`config.mk`:
```
export PLATFORM = sky130hd
export DESIGN_NAME = seq_detect_param
export DESIGN_NICKNAME = d
export VERILOG_FILES = /design/src/rtl/seq_detect_param.sv
export SDC_FILE = /design/constraint.sdc
export NUM_CORES = 1
export LEC_CHECK = 0
export ABC_CLOCK_PERIOD_IN_PS = 1600
export CELL_PAD_IN_SITES_DETAIL_PLACEMENT = 2
export CELL_PAD_IN_SITES_GLOBAL_PLACEMENT = 2
export CORE_ASPECT_RATIO = 1.1
export CORE_MARGIN = 5
export CORE_UTILIZATION = 26
export CTS_CLUSTER_SIZE = 16
export DETAILED_ROUTE_END_ITERATION = 10
export PLACE_DENSITY_LB_ADDON = 0.1
export SLEW_MARGIN = 25
export SYNTH_ARGS = -nofsm -noshare
export SYNTH_HDL_FRONTEND = slang
export SYNTH_SLANG_ARGS = --single-unit
```
`constraint.sdc`:
```
create_clock -name clk -period 1.6 [get_ports clk]
set_input_delay 0.32 -clock clk [delete_from_list [all_inputs] [get_ports clk]]
set_output_delay 0.32 -clock clk [all_outputs]
set_load 0.01 [all_outputs]
```
`src/rtl/seq_detect_param.sv`:
```
// rtl/seq_detect_param.sv - parametrised symbol sequence detector with loadable pattern and overlap mode
// Optional match counter enabled by defining SEQ_DETECT_CNT_EN.
module seq_detect_param #(
    parameter int                       SYM_W    = 2,
    parameter int                       DEPTH    = 4,
    parameter logic [SYM_W*DEPTH-1:0]   PAT_INIT = 8'h78,
    parameter int                       CNT_W    = 8,
    localparam int                      FILL_W   = $clog2(DEPTH + 1)
) (
    input  logic                        clk,
    input  logic                        rst,
    input  logic                        sym_valid,
    input  logic [SYM_W-1:0]            sym_in,
    input  logic                        overlap,
    input  logic                        pat_load,
    input  logic [SYM_W*DEPTH-1:0]      pat_in,
    input  logic                        cnt_clr,
    output logic                        z,
    output logic [FILL_W-1:0]           fill,
    output logic [CNT_W-1:0]            match_cnt
);

    localparam int                PW      = SYM_W * DEPTH;
    localparam logic [FILL_W-1:0] DEPTH_F = FILL_W'(DEPTH);

    logic [PW-1:0]     r_pat;
    logic [PW-1:0]     r_hist;
    logic [FILL_W-1:0] r_fill;
    logic              r_z;

    logic [PW-1:0]     w_hist_next;
    logic [FILL_W-1:0] w_fill_inc;
    logic              w_match;

    // Slice 0 holds the oldest symbol so the history lines up with pat slice order.
    generate
        if (DEPTH == 1) begin : g_single
            assign w_hist_next = sym_in;
        end else begin : g_multi
            assign w_hist_next = {sym_in, r_hist[PW-1:SYM_W]};
        end
    endgenerate

    assign w_fill_inc = (r_fill == DEPTH_F) ? DEPTH_F : r_fill + 1'b1;
    assign w_match    = sym_valid && !pat_load && (w_fill_inc == DEPTH_F)
                        && (w_hist_next == r_pat);

    always_ff @(posedge clk) begin
        if (rst) begin
            r_pat  <= PAT_INIT;
            r_hist <= '0;
            r_fill <= '0;
            r_z    <= 1'b0;
        end else if (pat_load) begin
            r_pat  <= pat_in;
            r_hist <= '0;
            r_fill <= '0;
            r_z    <= 1'b0;
        end else if (sym_valid) begin
            r_hist <= w_hist_next;
            r_z    <= w_match;
            r_fill <= (w_match && !overlap) ? '0 : w_fill_inc;
        end else begin
            r_z    <= 1'b0;
        end
    end

    assign z    = r_z;
    assign fill = r_fill;

`ifdef SEQ_DETECT_CNT_EN
    logic [CNT_W-1:0] r_cnt;

    always_ff @(posedge clk) begin
        if (rst || cnt_clr) begin
            r_cnt <= '0;
        end else if (w_match && (r_cnt != {CNT_W{1'b1}})) begin
            r_cnt <= r_cnt + 1'b1;
        end
    end

    assign match_cnt = r_cnt;
`else
    logic w_unused_cnt_clr;

    assign w_unused_cnt_clr = cnt_clr;
    assign match_cnt        = '0;
`endif

endmodule

```
io_placement.png
Pins as bars across the die edge, other pins in grey.
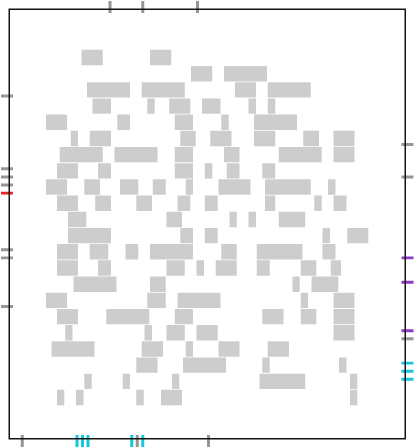
- red: pat_load (pins 1; direction input; edge left)
- purple: fill (pins 3; direction output; edge right)
- cyan: match_cnt (pins 8; direction output; edge 5 bottom, 3 right)

placement.png
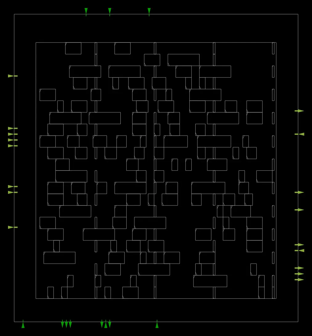
final core occ: 34.4%
FFs & Latches: 18
flop share of the area: 31.5%
Core Rows: 22
Tapcells: 48

wires.png
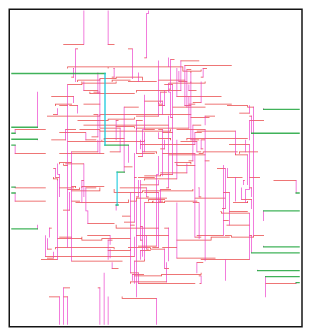
- green: metal 3 (wire length 113 µm)
- cyan: metal 4 (wire length 23.8 µm)
- magenta: metal 2 (wire length 917 µm)
- red: metal 1 (wire length 980 µm)
wire length per cell: 12.2 µm
Via Count: 683
routed wire length: 2030 µm

==> summary.txt <==
yosys + openroad results -> Crit. End Element=primary output, Met2 Wirelength=916 µm, remaining antenna violation count=0, XOR Share, Synth=7.73%, yosys stat cell total=95, cycle use final=94.7%, Mux area share=13.3%, M1 WL=979 µm, PnR worst setup slack=85.0 ps, Skew-Pair Late Insertion Delay=290 ps, CTS Buf Count=3, Max Clk Rate=660 MHz, Synth cell types=21, Setup Fix Bufs, Post-CTS=0, Crit-path slowest cell=clkdlybuf4s50_1, Port Buffers=18, DR pass1 iterations=2, vias in the first global route=747, worst path cell trace=clkdlybuf4s50_1, final setup violating endpoints=0, Slew Viols, Final=0, number of DRC markers in iteration 0=4, die extent in x=66.3 µm, WS Path Type=reg2out, Max clock buf depth=2, first-pass GRT wire length=3420 µm, H-Tree Depth=1, chip height=71.9 µm, Yosys reg bits=18, yosys warning tally=0, Final Critical Period=1520 ps, status=complete, no violations, simple logic cell fraction of the synthesized area=18.0%, IO Pins=28, clock share of power=26.6%, met3 WL=112 µm, Int Pwr=636 µW, dominant kind of combinational cell=simple AND/OR/NAND/NOR gates, FP Core Util=27.0%, RSZ-0062 raised after global routing=false, DP Wirelength=1710 µm, OpenROAD warning count=28, CP Data Arrival Time=1200 ps, aoi share=5.94%, CTS hold repair buffers=0, CTS tree=yes, Reg power frac=56.0%, clock root buffer=clkbuf_4, Peak VDD IR=0.306 mV, total track usage=9.37%, Top cells excl fill/tap=clkdlybuf4s50_1 (18), nor2_1 (15), dfxtp_1 (15), mux2i_1 (12), most numerous logic cell after layout=clkdlybuf4s50_1, Remaining Overflow, GRT=0, Final Non-Filler Cells=166, critical path fanouts, max=4, CTS clk-pin slew, worst paths=100 ps, leakage power=0.475 nW, crit path DRT=1280 ps, Core Footprint=3360 µm², DR vias/cell=4.11, Area growth, synth to finish=27.5%, largest net degree at the start of global routing=10, Comb pwr share=17.4%, fin nets=138
## cells by family after synthesis
kind of cell | count (synthesis)
and+or+nand+nor | 32
AOI/OAI and AO/OA | 7
muxes | 12
other | 1
buffers and inverters | 15
adders and majority gates | 2
DFF | 18
xor gates and xnor gates | 8
## final timing paths
kind	start	endpoint	slack, ps	cells after the start
max	fill[1]	fill[1]	80	1
min	r_pat[1]	r_pat[1]	530	2
max reg2reg	fill[0]	fill[2]	220	6
min reg2reg	r_pat[1]	r_pat[1]	530	2
## power by group through the flow
stage | sequential, mW | clock, mW | combinational (mW)
5_1_grt | 0.480 | 0.266 | 0.165
6_report | 0.478 | 0.227 | 0.148
3_3_place_gp | 0.488 | 0 | 0.146
3_5_place_dp | 0.488 | 0 | 0.150
4_1_cts | 0.478 | 0.242 | 0.150
2_1_floorplan | 0.485 | 0 | 0.102
## registers in the layout, summed over array words and instances, names as in the netlist
signal and count:
fill 3, r_hist 6, r_pat 8, z 1
## final cells by class
cell class	count	area, µm²	area share, %
clock buffers	3	22.5	1.95
inverters	3	11.3	0.975
multi-input cells	69	464	40.2
flip-flops and latches	18	364	31.5
well taps	48	60.1	5.20
repair buffers	25	233	20.2
## per-stage QoR
step                utilization (%)  area, µm²
detailed placement             33.5       1130
floorplan                         -        932
global route                   34.4       1150
global placement               33.5       1130
CTS                            34.2       1150
finish                         34.4       1150
## repair_timing
action	in CTS	in global routing
hold endpoints to repair	0	0
gates resized	0	4
endpoints found under the setup margin	0	4
## synthesized netlist by cell type
master    n  share of area [%]
mux2i_1  12                 13
o21ai_0   1               0.55
nor3_1    1               0.55
dfxtp_1  18                 40
a31oi_1   1               0.69
nor2b_1   6                4.1
ha_1      2                2.8
inv_1     3                1.2
buf_4     8                6.6
or2_0     1               0.69
nor2_1   16                6.6
nor4b_2   1                1.7
a211o_1   4                3.9
a21o_1    1               0.83
buf_2     1               0.55
buf_6     3                3.7
conb_1    1               0.41
and3_1    1               0.69
xnor2_1   8                7.7
nand2_1   2               0.83
nand4_1   4                2.8
## per-layer routing
layer | track usage (%) | vias up
met4 | 4.74 | 0
met3 | 2.17 | 4
li1 | - | 347
met5 | 0 | -
met2 | 14.3 | 19
met1 | 12.2 | 313
Power and IR drop assume default switching activity.
